$ cat src/rtl/riscv_pkg.sv
// Shared decode definitions: opcodes, ex_ctl layout, alu_op encodings, ID/EX metadata.
// The opcode decode helper is used by the decode stage to classify instructions.
package riscv_pkg;

  localparam int REG_W    = 5;
  localparam int NUM_REGS = 32;
  localparam int OPC_W    = 7;
  localparam int CTL_W    = 8;
  localparam int FUNCT_W  = 4;

  localparam logic [OPC_W-1:0] OPC_R      = 7'b0110011;
  localparam logic [OPC_W-1:0] OPC_I      = 7'b0010011;
  localparam logic [OPC_W-1:0] OPC_LOAD   = 7'b0000011;
  localparam logic [OPC_W-1:0] OPC_STORE  = 7'b0100011;
  localparam logic [OPC_W-1:0] OPC_BRANCH = 7'b1100011;

  // Bit positions inside ex_ctl
  localparam int CTL_REG_WRITE  = 7;
  localparam int CTL_MEM_READ   = 6;
  localparam int CTL_MEM_WRITE  = 5;
  localparam int CTL_BRANCH     = 4;
  localparam int CTL_ALU_SRC    = 3;
  localparam int CTL_MEM_TO_REG = 2;

  typedef enum logic [1:0] {
    ALU_ADD    = 2'b00,
    ALU_SUB    = 2'b01,
    ALU_RFUNCT = 2'b10,
    ALU_IFUNCT = 2'b11
  } alu_op_e;

  typedef enum logic [1:0] {
    IMM_NONE = 2'b00,
    IMM_I    = 2'b01,
    IMM_S    = 2'b10,
    IMM_B    = 2'b11
  } imm_sel_e;

  typedef struct packed {
    logic    reg_write;
    logic    mem_read;
    logic    mem_write;
    logic    branch;
    logic    alu_src;
    logic    mem_to_reg;
    alu_op_e alu_op;
  } ctl_t;

  typedef struct packed {
    logic     supported;
    ctl_t     ctl;
    imm_sel_e imm_sel;
  } dec_t;

  typedef struct packed {
    ctl_t               ctl;
    logic [FUNCT_W-1:0] funct;
    logic [REG_W-1:0]   rs1;
    logic [REG_W-1:0]   rs2;
    logic [REG_W-1:0]   rd;
  } idex_meta_t;

  function automatic dec_t decode_opcode(input logic [OPC_W-1:0] opc);
    dec_t d;
    d = '0;
    d.supported = 1'b1;
    case (opc)
      OPC_R: begin
        d.ctl.reg_write = 1'b1;
        d.ctl.alu_op    = ALU_RFUNCT;
        d.imm_sel       = IMM_NONE;
      end
      OPC_I: begin
        d.ctl.reg_write = 1'b1;
        d.ctl.alu_src   = 1'b1;
        d.ctl.alu_op    = ALU_IFUNCT;
        d.imm_sel       = IMM_I;
      end
      OPC_LOAD: begin
        d.ctl.reg_write  = 1'b1;
        d.ctl.mem_read   = 1'b1;
        d.ctl.alu_src    = 1'b1;
        d.ctl.mem_to_reg = 1'b1;
        d.ctl.alu_op     = ALU_ADD;
        d.imm_sel        = IMM_I;
      end
      OPC_STORE: begin
        d.ctl.mem_write = 1'b1;
        d.ctl.alu_src   = 1'b1;
        d.ctl.alu_op    = ALU_ADD;
        d.imm_sel       = IMM_S;
      end
      OPC_BRANCH: begin
        d.ctl.branch = 1'b1;
        d.ctl.alu_op = ALU_SUB;
        d.imm_sel    = IMM_B;
      end
      default: d = '0;
    endcase
    return d;
  endfunction

endpackage

$ cat src/rtl/regfile.sv
// Architectural register file, 32 x XLEN with x0 hardwired to zero; reads are combinational
// and see a same-cycle writeback, the single write port commits on the rising edge.
module regfile
  import riscv_pkg::*;
#(
  parameter int XLEN = 32
) (
  input  logic             clk,
  input  logic             rst,
  input  logic             wb_en,
  input  logic [REG_W-1:0] wb_rd,
  input  logic [XLEN-1:0]  wb_data,
  input  logic [REG_W-1:0] rs1_addr,
  input  logic [REG_W-1:0] rs2_addr,
  output logic [XLEN-1:0]  rs1_data,
  output logic [XLEN-1:0]  rs2_data
);

  logic [XLEN-1:0] regs [NUM_REGS];
  logic            wr_hit;

  assign wr_hit = wb_en && (wb_rd != '0);

  always_ff @(posedge clk or posedge rst) begin
    if (rst) begin
      for (int i = 0; i < NUM_REGS; i++) begin
        regs[i] <= '0;
      end
    end else if (wr_hit) begin
      regs[wb_rd] <= wb_data;
    end
  end

  // Bypass lets an instruction in decode see the value being retired this same cycle.
  always_comb begin
    rs1_data = regs[rs1_addr];
    if (rs1_addr == '0) begin
      rs1_data = '0;
    end else if (wr_hit && (wb_rd == rs1_addr)) begin
      rs1_data = wb_data;
    end
  end

  always_comb begin
    rs2_data = regs[rs2_addr];
    if (rs2_addr == '0) begin
      rs2_data = '0;
    end else if (wr_hit && (wb_rd == rs2_addr)) begin
      rs2_data = wb_data;
    end
  end

endmodule

$ cat src/rtl/decode_stage.sv
// Decode: regfile read, imm/control generation, load-use hazard detect; IF/ID -> ID/EX in 1 cycle.
// stall_out (combinational) holds fetch on a load-use hazard; an EX flush overrides it and bubbles ID/EX.
module decode_stage
  import riscv_pkg::*;
#(
  parameter int PC_W  = 8,
  parameter int XLEN  = 32,
  parameter int CNT_W = 16
) (
  input  logic               clk,
  input  logic               rst,
  input  logic               id_valid,
  input  logic [OPC_W-1:0]   id_ctrl,
  input  logic [REG_W-1:0]   id_rs1,
  input  logic [REG_W-1:0]   id_rs2,
  input  logic [REG_W-1:0]   id_rd,
  input  logic [XLEN-1:0]    id_instr,
  input  logic [PC_W-1:0]    id_pc,
  input  logic               flush,
  input  logic               wb_en,
  input  logic [REG_W-1:0]   wb_rd,
  input  logic [XLEN-1:0]    wb_data,
  output logic               stall_out,
  output logic               ex_valid,
  output logic [PC_W-1:0]    ex_pc,
  output logic [XLEN-1:0]    ex_rs1_data,
  output logic [XLEN-1:0]    ex_rs2_data,
  output logic [XLEN-1:0]    ex_imm,
  output logic [REG_W-1:0]   ex_rs1,
  output logic [REG_W-1:0]   ex_rs2,
  output logic [REG_W-1:0]   ex_rd,
  output logic [CTL_W-1:0]   ex_ctl,
  output logic [FUNCT_W-1:0] ex_funct,
  output logic               illegal,
  output logic [CNT_W-1:0]   stall_cnt
);

  logic [XLEN-1:0] rs1_data;
  logic [XLEN-1:0] rs2_data;
  dec_t            dec;
  logic [XLEN-1:0] dec_imm;
  idex_meta_t      dec_meta;
  idex_meta_t      ex_meta;
  logic            load_in_ex;
  logic            hazard;
  logic            take;
  logic            illegal_nxt;
  logic            unused_instr;

  regfile #(
    .XLEN(XLEN)
  ) u_regfile (
    .clk     (clk),
    .rst     (rst),
    .wb_en   (wb_en),
    .wb_rd   (wb_rd),
    .wb_data (wb_data),
    .rs1_addr(id_rs1),
    .rs2_addr(id_rs2),
    .rs1_data(rs1_data),
    .rs2_data(rs2_data)
  );

  assign dec = decode_opcode(id_ctrl);

  // Opcode and rs1 come in on their own ports; these instruction bits carry nothing else here.
  assign unused_instr = ^{id_instr[19:15], id_instr[6:0]};

  always_comb begin
    dec_imm = '0;
    case (dec.imm_sel)
      IMM_I:   dec_imm = {{(XLEN-12){id_instr[31]}}, id_instr[31:20]};
      IMM_S:   dec_imm = {{(XLEN-12){id_instr[31]}}, id_instr[31:25], id_instr[11:7]};
      IMM_B:   dec_imm = {{(XLEN-13){id_instr[31]}}, id_instr[31], id_instr[7],
                          id_instr[30:25], id_instr[11:8], 1'b0};
      default: dec_imm = '0;
    endcase
  end

  always_comb begin
    dec_meta       = '0;
    dec_meta.ctl   = dec.ctl;
    dec_meta.funct = {id_instr[30], id_instr[14:12]};
    dec_meta.rs1   = id_rs1;
    dec_meta.rs2   = id_rs2;
    dec_meta.rd    = id_rd;
  end

  // Load-use: the load in EX has no data until after MEM, so its consumer must wait a cycle.
  assign load_in_ex  = ex_valid && ex_meta.ctl.mem_read && (ex_meta.rd != '0);
  assign hazard      = load_in_ex && id_valid &&
                       ((ex_meta.rd == id_rs1) || (ex_meta.rd == id_rs2));
  assign stall_out   = hazard && !flush;
  assign take        = id_valid && dec.supported && !flush && !hazard;
  assign illegal_nxt = id_valid && !dec.supported && !flush && !hazard;

  always_ff @(posedge clk or posedge rst) begin
    if (rst) begin
      ex_valid    <= 1'b0;
      ex_pc       <= '0;
      ex_rs1_data <= '0;
      ex_rs2_data <= '0;
      ex_imm      <= '0;
      ex_meta     <= '0;
    end else if (take) begin
      ex_valid    <= 1'b1;
      ex_pc       <= id_pc;
      ex_rs1_data <= rs1_data;
      ex_rs2_data <= rs2_data;
      ex_imm      <= dec_imm;
      ex_meta     <= dec_meta;
    end else begin
      ex_valid    <= 1'b0;
      ex_pc       <= '0;
      ex_rs1_data <= '0;
      ex_rs2_data <= '0;
      ex_imm      <= '0;
      ex_meta     <= '0;
    end
  end

  always_ff @(posedge clk or posedge rst) begin
    if (rst) begin
      illegal <= 1'b0;
    end else begin
      illegal <= illegal_nxt;
    end
  end

  always_ff @(posedge clk or posedge rst) begin
    if (rst) begin
      stall_cnt <= '0;
    end else if (stall_out && (stall_cnt != '1)) begin
      stall_cnt <= stall_cnt + CNT_W'(1);
    end
  end

  assign ex_ctl   = ex_meta.ctl;
  assign ex_funct = ex_meta.funct;
  assign ex_rs1   = ex_meta.rs1;
  assign ex_rs2   = ex_meta.rs2;
  assign ex_rd    = ex_meta.rd;

endmodule

$ cat config.mk
export PLATFORM = sky130hd
export DESIGN_NAME = decode_stage
export DESIGN_NICKNAME = d
export VERILOG_FILES = /design/src/rtl/riscv_pkg.sv /design/src/rtl/regfile.sv /design/src/rtl/decode_stage.sv
export SDC_FILE = /design/constraint.sdc
export NUM_CORES = 2
export LEC_CHECK = 0
export CORE_ASPECT_RATIO = 2
export CORE_MARGIN = 4
export CORE_UTILIZATION = 50
export CTS_BUF_LIST = sky130_fd_sc_hd__clkbuf_8
export CTS_CLUSTER_SIZE = 16
export DETAILED_ROUTE_END_ITERATION = 8
export GPL_ROUTABILITY_DRIVEN = 0
export HOLD_SLACK_MARGIN = 0.06
export PLACE_DENSITY = 0.64
export SETUP_SLACK_MARGIN = 0.2
export SLEW_MARGIN = 15
export SYNTH_ARGS = -nofsm -noshare
export SYNTH_HDL_FRONTEND = slang
export SYNTH_HIERARCHICAL = 1
export SYNTH_SLANG_ARGS = --single-unit
$ cat constraint.sdc
create_clock -name clk -period 35 [get_ports clk]
set_input_delay 3.5 -clock clk [delete_from_list [all_inputs] [get_ports clk]]
set_output_delay 3.5 -clock clk [all_outputs]
set_load 0.03 [all_outputs]
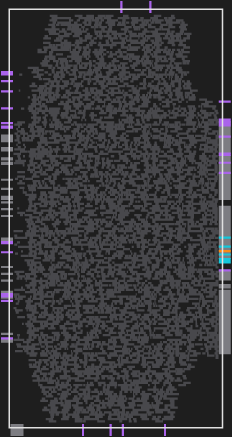
*Pin placement*
Pins as bars across the die edge, other pins in grey.
[cyan] id_ctrl | pins: 7 | direction: input | edge: right
[orange] ex_valid | pins: 1 | direction: output | edge: right
[purple] wb_data | pins: 32 | direction: input | edge: 15 left, 11 right, 4 bottom, 2 top
all pins by edge: 187 right, 48 left, 17 bottom, 2 top

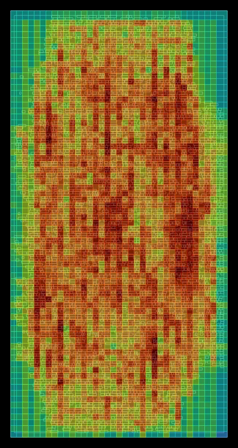
*Congestion heat map*
drt wl/cell: 34.7 µm
met1 usage: 0.394
GR Util All Layers: 0.335
global route hottest layer: met2

==> results.json <==
{
  "finalCriticalPeriod_ns": 9.36,
  "yosysMostFrequentCell": "dfrtp_1",
  "status": "complete, no violations",
  "synthAoiAreaFrac": 0.0607,
  "antenna_found_initial": 21,
  "syn-cell-area_um2": 60700,
  "fp_util": 0.503,
  "synth_warnings": 6,
  "swShare": 0.288,
  "root_buffer": "clkbuf_8",
  "crit_end": "stall_out",
  "die_h_um": 501,
  "lay_top_count": "dfrtp_1",
  "grt_max_degree": 159,
  "crit_path_max_fanout": 64,
  "largest_register_ffs": 1024,
  "inv_count": 11,
  "p_leak_nw": 30.1,
  "crit_cells": 6,
  "crit_type": "in -> out",
  "met1_length_um": 77000,
  "ctsHoldBuffers": 0,
  "postSynthSeqShare": 0.476,
  "n_tap_cell": 1547,
  "cts_tree": "yes",
  "ys_ff": 1153,
  "maxSlewViolCount": 0,
  "cts_resized": 0,
  "tightest_slew_ns": 1.28,
  "rows": 180,
  "nClkBuffers": 223,
  "grt_setup_unrepaired": "no",
  "hold_class": "reg -> reg",
  "netlist_top_cells_count": "dfrtp_1, mux2_2, mux2i_1",
  "diodes": 16,
  "regMostFlops": "u_regfile/regs",
  "design.core.area_um2": 120000,
  "rrSetupSlack_ns": 31.96,
  "synth.comb.largest_family": "multiplexers",
  "floorplan.nets": 4540,
  "cp.required_ns": 31.50,
  "finalSetupViolations": 0,
  "area_leaders": "dfrtp_1, mux2_2, mux4_2",
  "reg_top3": "u_regfile/regs x1024, ex_rs1_data x32, ex_rs2_data x32",
  "n_fill_cell": 9967,
  "via_per_inst": 6.87,
  "synth.distinct_cells": 71,
  "io_buffers": 241,
  "finClkSkew_ns": 0.0311,
  "dieWidth_um": 254,
  "power_density_nw_per_um2": 52.9,
  "maxSlewHeadroom": 0.145,
  "cts_setup_buffers": 0,
  "cp-start-kind": "input pin",
  "cts_sinks": 1153,
  "dr.max_layer_used": "met5",
  "met2_length_um": 105000,
  "edf_count": 0,
  "synthXorXnorAreaFrac": 0.00476,
  "timing.rr.start": "ex_rd[1]",
  "postRouteWirelength_um": 215000,
  "yosys_area_um2": 60700,
  "cp.buffers_inverters": 2,
  "ys_sh_simple": 0.0440,
  "hold_viol": 0,
  "seqCellArea_um2": 28900,
  "via_count": 42540,
  "dpl_cell_area_um2": 64000,
  "hold_ws_ns": 0.402,
  "grt_pass1_wl_um": 308000,
  "final_cell_area_um2": 67500,
  "setup_tns_ns": 0,
  "p_clk_frac": 0.319,
  "power_leader": "sequential cells"
}
